`src/rtl/wb_pkg.sv`:
```
// wb_pkg: response codes and parameter limits shared by the Wishbone memory target
package wb_pkg;

    typedef enum logic [1:0] {
        EMPTY  = 2'd0,
        ACK_RD = 2'd1,
        ACK_WR = 2'd2,
        ERR    = 2'd3
    } rsp_e;

    localparam int LATENCY_MIN = 1;
    localparam int LATENCY_MAX = 8;
    localparam int MAX_OUT_MIN = 1;

    function automatic logic rsp_is_ack(input rsp_e c);
        return (c == ACK_RD) || (c == ACK_WR);
    endfunction

endpackage

```
`src/rtl/wb_tgt_mem_pipe.sv`:
```
// wb_tgt_mem_pipe: LATENCY-stage response shift register with flush
// Ports: clk_i/async_rst_n_i clock and async active-low reset; flush_i empties every stage
// at the next edge; ld_* loads stage 0; out_* is the last stage (the response now due).
module wb_tgt_mem_pipe
    import wb_pkg::*;
#(
    parameter int LATENCY = 2,
    parameter int DW      = 16,
    parameter int TW      = 1
) (
    input  logic          clk_i,
    input  logic          async_rst_n_i,
    input  logic          flush_i,
    input  logic          ld_i,
    input  rsp_e          ld_code_i,
    input  logic [DW-1:0] ld_dat_i,
    input  logic [TW-1:0] ld_tag_i,
    output rsp_e          out_code_o,
    output logic [DW-1:0] out_dat_o,
    output logic [TW-1:0] out_tag_o
);

    rsp_e          code_q [LATENCY];
    logic [DW-1:0] dat_q  [LATENCY];
    logic [TW-1:0] tag_q  [LATENCY];

    // Only the code needs flushing; data and tags of an EMPTY stage are never observed.
    always_ff @(posedge clk_i or negedge async_rst_n_i) begin
        if (!async_rst_n_i) begin
            for (int i = 0; i < LATENCY; i++) begin
                code_q[i] <= EMPTY;
                dat_q[i]  <= '0;
                tag_q[i]  <= '0;
            end
        end else begin
            code_q[0] <= (ld_i && !flush_i) ? ld_code_i : EMPTY;
            dat_q[0]  <= ld_dat_i;
            tag_q[0]  <= ld_tag_i;
            for (int i = 1; i < LATENCY; i++) begin
                code_q[i] <= flush_i ? EMPTY : code_q[i-1];
                dat_q[i]  <= dat_q[i-1];
                tag_q[i]  <= tag_q[i-1];
            end
        end
    end

    assign out_code_o = code_q[LATENCY-1];
    assign out_dat_o  = dat_q[LATENCY-1];
    assign out_tag_o  = tag_q[LATENCY-1];

endmodule

```
`src/rtl/wb_tgt_mem.sv`:
```
// wb_tgt_mem: pipelined Wishbone target backed by a 2^MEM_AW-word lane-writable memory
// Ports: clk_i clock, async_rst_n_i async active-low reset; tgt_* inputs are the Wishbone
// request (lock, tga and write tgd ignored, tgc echoed on tgt_tgd_o); tgt_ack_o/err_o/rty_o
// terminate, tgt_stall_o throttles, tgt_dat_o carries read data in read-ack cycles only.
module wb_tgt_mem
    import wb_pkg::*;
#(
    parameter int ADR_WIDTH  = 16,
    parameter int DAT_WIDTH  = 16,
    parameter int SEL_WIDTH  = 2,
    parameter int TGA_WIDTH  = 1,
    parameter int TGC_WIDTH  = 1,
    parameter int TGRD_WIDTH = 1,
    parameter int TGWD_WIDTH = 1,
    parameter int MEM_AW     = 8,
    parameter int LATENCY    = 2,
    parameter int MAX_OUT    = 2
) (
    input  logic                  clk_i,
    input  logic                  async_rst_n_i,
    input  logic                  tgt_cyc_i,
    input  logic                  tgt_stb_i,
    input  logic                  tgt_we_i,
    input  logic                  tgt_lock_i,
    input  logic [SEL_WIDTH-1:0]  tgt_sel_i,
    input  logic [ADR_WIDTH-1:0]  tgt_adr_i,
    input  logic [DAT_WIDTH-1:0]  tgt_dat_i,
    input  logic [TGA_WIDTH-1:0]  tgt_tga_i,
    input  logic [TGC_WIDTH-1:0]  tgt_tgc_i,
    input  logic [TGWD_WIDTH-1:0] tgt_tgd_i,
    output logic                  tgt_ack_o,
    output logic                  tgt_err_o,
    output logic                  tgt_rty_o,
    output logic                  tgt_stall_o,
    output logic [DAT_WIDTH-1:0]  tgt_dat_o,
    output logic [TGRD_WIDTH-1:0] tgt_tgd_o
);

    localparam int LW = DAT_WIDTH / SEL_WIDTH;
    localparam int CW = $clog2(MAX_OUT + 1);

    if (LATENCY < LATENCY_MIN || LATENCY > LATENCY_MAX || MAX_OUT < MAX_OUT_MIN ||
        MAX_OUT > LATENCY || DAT_WIDTH % SEL_WIDTH != 0 || MEM_AW > ADR_WIDTH) begin : g_bad_cfg
        $error("wb_tgt_mem: illegal parameter combination");
    end

    logic [DAT_WIDTH-1:0]  mem [2**MEM_AW];
    logic [MEM_AW-1:0]     idx;
    logic                  acc;
    logic                  in_rng;
    logic                  rsp;
    logic [CW-1:0]         cnt_q;
    rsp_e                  ld_code;
    rsp_e                  out_code;
    logic [DAT_WIDTH-1:0]  out_dat;
    logic [TGRD_WIDTH-1:0] out_tag;
    logic                  unused_ok;

    assign unused_ok = ^{tgt_lock_i, tgt_tga_i, tgt_tgd_i};

    assign idx     = tgt_adr_i[MEM_AW-1:0];
    assign in_rng  = ~|(tgt_adr_i >> MEM_AW);
    assign acc     = tgt_cyc_i && tgt_stb_i && !tgt_stall_o;
    assign ld_code = !in_rng ? ERR : tgt_we_i ? ACK_WR : ACK_RD;

    // Stall depends only on registered state; a response leaving this cycle frees a slot.
    assign rsp         = out_code != EMPTY;
    assign tgt_stall_o = (cnt_q == CW'(MAX_OUT)) && !rsp;

    // Reset gating keeps a request presented during reset from touching the array.
    always_ff @(posedge clk_i)
        if (acc && in_rng && tgt_we_i && async_rst_n_i)
            for (int l = 0; l < SEL_WIDTH; l++)
                if (tgt_sel_i[l]) mem[idx][l*LW +: LW] <= tgt_dat_i[l*LW +: LW];

    always_ff @(posedge clk_i or negedge async_rst_n_i)
        if (!async_rst_n_i) cnt_q <= '0;
        else cnt_q <= !tgt_cyc_i ? '0 : cnt_q + CW'(acc) - CW'(rsp);

    // The read word is captured at acceptance, so a same-edge write is not seen.
    wb_tgt_mem_pipe #(
        .LATENCY (LATENCY),
        .DW      (DAT_WIDTH),
        .TW      (TGRD_WIDTH)
    ) u_pipe (
        .clk_i         (clk_i),
        .async_rst_n_i (async_rst_n_i),
        .flush_i       (!tgt_cyc_i),
        .ld_i          (acc),
        .ld_code_i     (ld_code),
        .ld_dat_i      (mem[idx]),
        .ld_tag_i      (TGRD_WIDTH'(tgt_tgc_i)),
        .out_code_o    (out_code),
        .out_dat_o     (out_dat),
        .out_tag_o     (out_tag)
    );

    // Dropping cyc suppresses whatever response is due in the same cycle.
    assign tgt_ack_o = tgt_cyc_i && rsp_is_ack(out_code);
    assign tgt_err_o = tgt_cyc_i && (out_code == ERR);
    assign tgt_rty_o = 1'b0;
    assign tgt_dat_o = (tgt_cyc_i && out_code == ACK_RD) ? out_dat : '0;
    assign tgt_tgd_o = (tgt_cyc_i && rsp) ? out_tag : '0;

endmodule

```
`config.mk`:
```
export PLATFORM = sky130hd
export DESIGN_NAME = wb_tgt_mem
export DESIGN_NICKNAME = d
export VERILOG_FILES = /design/src/rtl/wb_pkg.sv /design/src/rtl/wb_tgt_mem_pipe.sv /design/src/rtl/wb_tgt_mem.sv
export SDC_FILE = /design/constraint.sdc
export NUM_CORES = 2
export LEC_CHECK = 0
export CAP_MARGIN = 20
export CORE_MARGIN = 1
export CORE_UTILIZATION = 30
export DETAILED_ROUTE_END_ITERATION = 12
export GPL_ROUTABILITY_DRIVEN = 0
export PLACE_DENSITY = 0.55
export SLEW_MARGIN = 0
export SYNTH_ARGS = -nofsm -noshare
export SYNTH_HDL_FRONTEND = slang
export SYNTH_SLANG_ARGS = --single-unit
```
`constraint.sdc`:
```
create_clock -name clk_i -period 7.3 [get_ports clk_i]
set_input_delay 2.19 -clock clk_i [delete_from_list [all_inputs] [get_ports clk_i]]
set_output_delay 2.19 -clock clk_i [all_outputs]
set_load 0.1 [all_outputs]
```
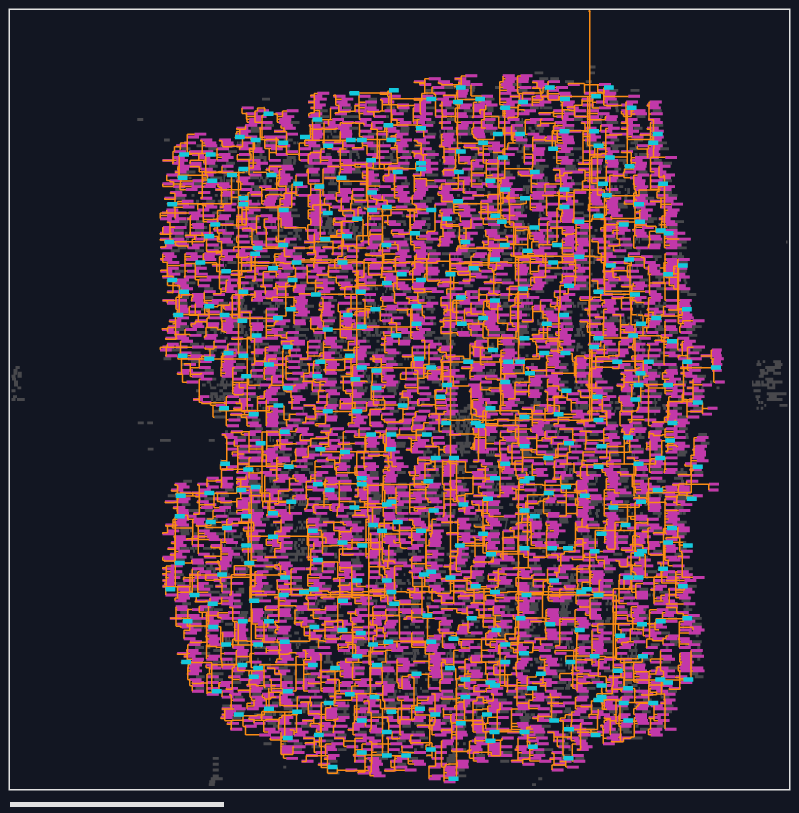
Figure 1: clock wires, drivers and flops.
Scale bar: 200 um.
[cells driving clock nets] cyan | count: 404
[flip-flops] magenta | count: 4136
[clock wires] orange | length: 46.6 mm
routed clock nets	405
clk latency late pin: 980 ps
P_clk: 21.0 mW
clk_skew: 29.0 ps
Clock Power Share: 0.425

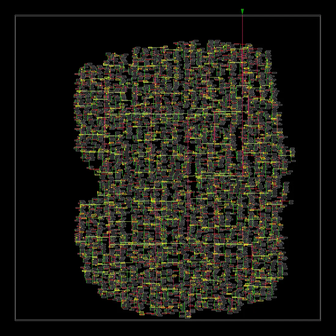
Figure 2: clock wiring as the flow saved it.
clock buffer count from CTS: 404
clock buffers: 488
Sink Count: 4136
flop count: 4136

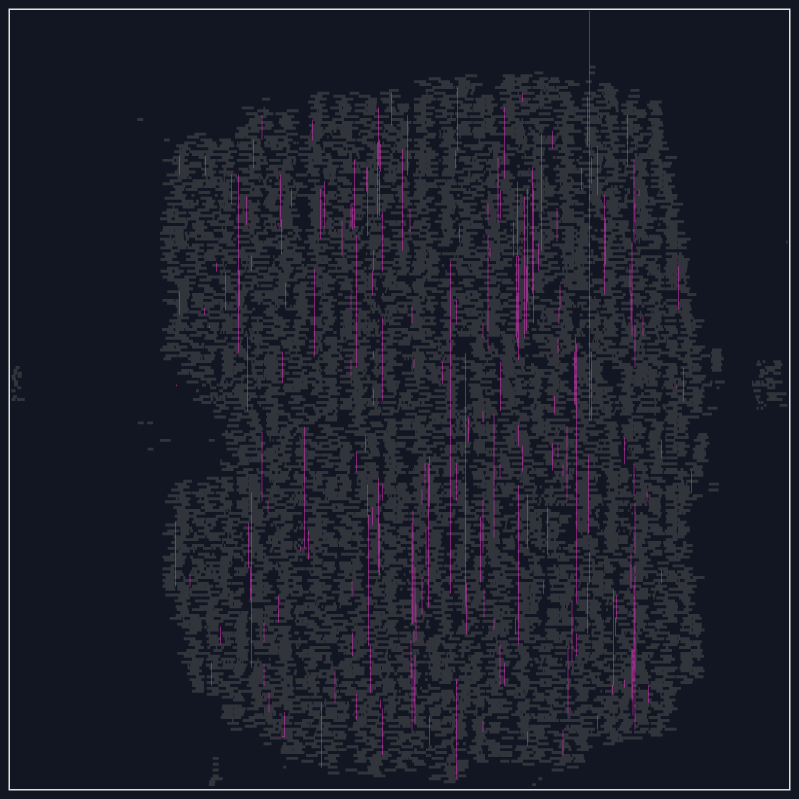
Figure 3: the metal 4 layer.
main direction	vertical
wire length on this layer	9550 um
via count: 75100
DRT Wirelength: 411 mm

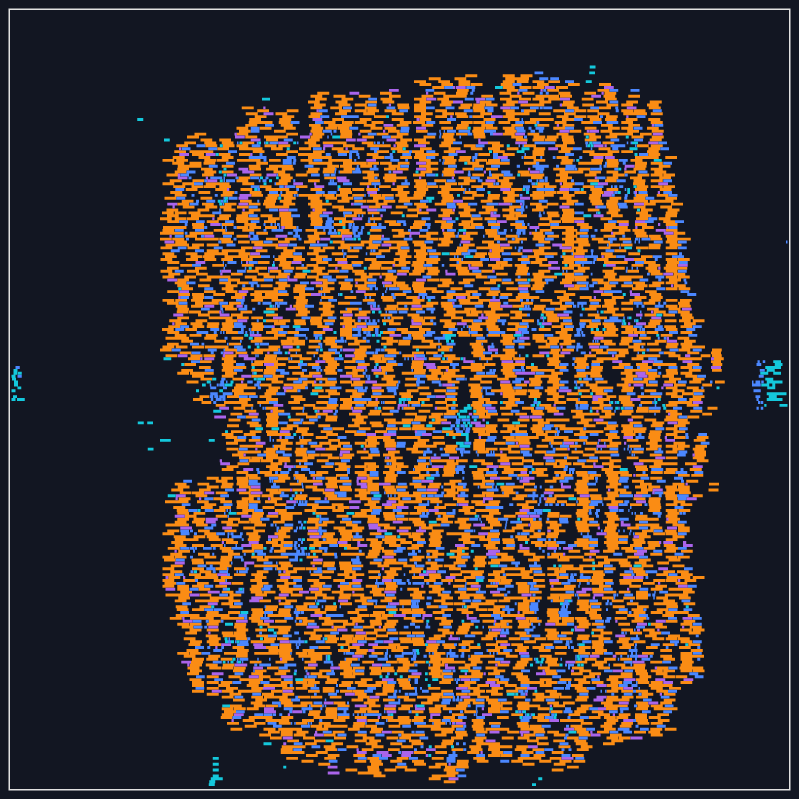
Figure 4: placed cells, one colour a class.
class	colour	cells	share of their area
all other logic	blue	2507	18%
clock drivers and dummy loads	purple	738	7.7%
other buffers and delay cells	cyan	415	2.5%
flip-flops	orange	4136	71%
proportion of cell area occupied by registers: 0.681
Util after Layout: 0.349

==> deck_impl_summary.md <==
Key Metrics from the Run

STA
  • Final setup fails: 0
  • Slew Limit Fails: 0
  • RSZ-0062 raised after global routing: false
  • Rel. slew slack: 0.141

Outcome
  • Status: complete, no violations

Global routing
  • Met3 GRT Util: 0.0302

Floorplan
  • I/O pins: 64
  • Core box area: 522000 um2
  • Number of tapcells: 6942
  • Die area: 528000 um2

Finish
  • Final non-clock buffer share: 0.0240
  • Area Growth Syn to Fin: 15.7%
  • Comb/total area: 0.174

Synth
  • Number of synthesized register bits: 4136
  • Synth cell types: 32
  • MUX share of area: 0.147
  • Yosys top cell by instances: edfxtp_1

Worst setup path
  • Worst setup path startpoint: tgt_cyc_i
  • CP max FO: 24
  • Crit end category: output port
  • RR Startpoint: u_pipe.out_code_o[0]
  • R2R cell count: 8
  • CP Launch Type: primary input

Place
  • Area post-placement: 169000 um2

Power
  • Pwr Total: 49.5 mW
  • PwrDens: 272 nW/um2
  • P_int: 38.9 mW

Clock tree
  • CTS tree: yes
  • # resized after CTS: 0

Drt
  • Drt first pass iters: 6
  • Remaining antenna violation count: 0
  • Vias per cell: 5.09
Power and IR drop assume default switching activity.
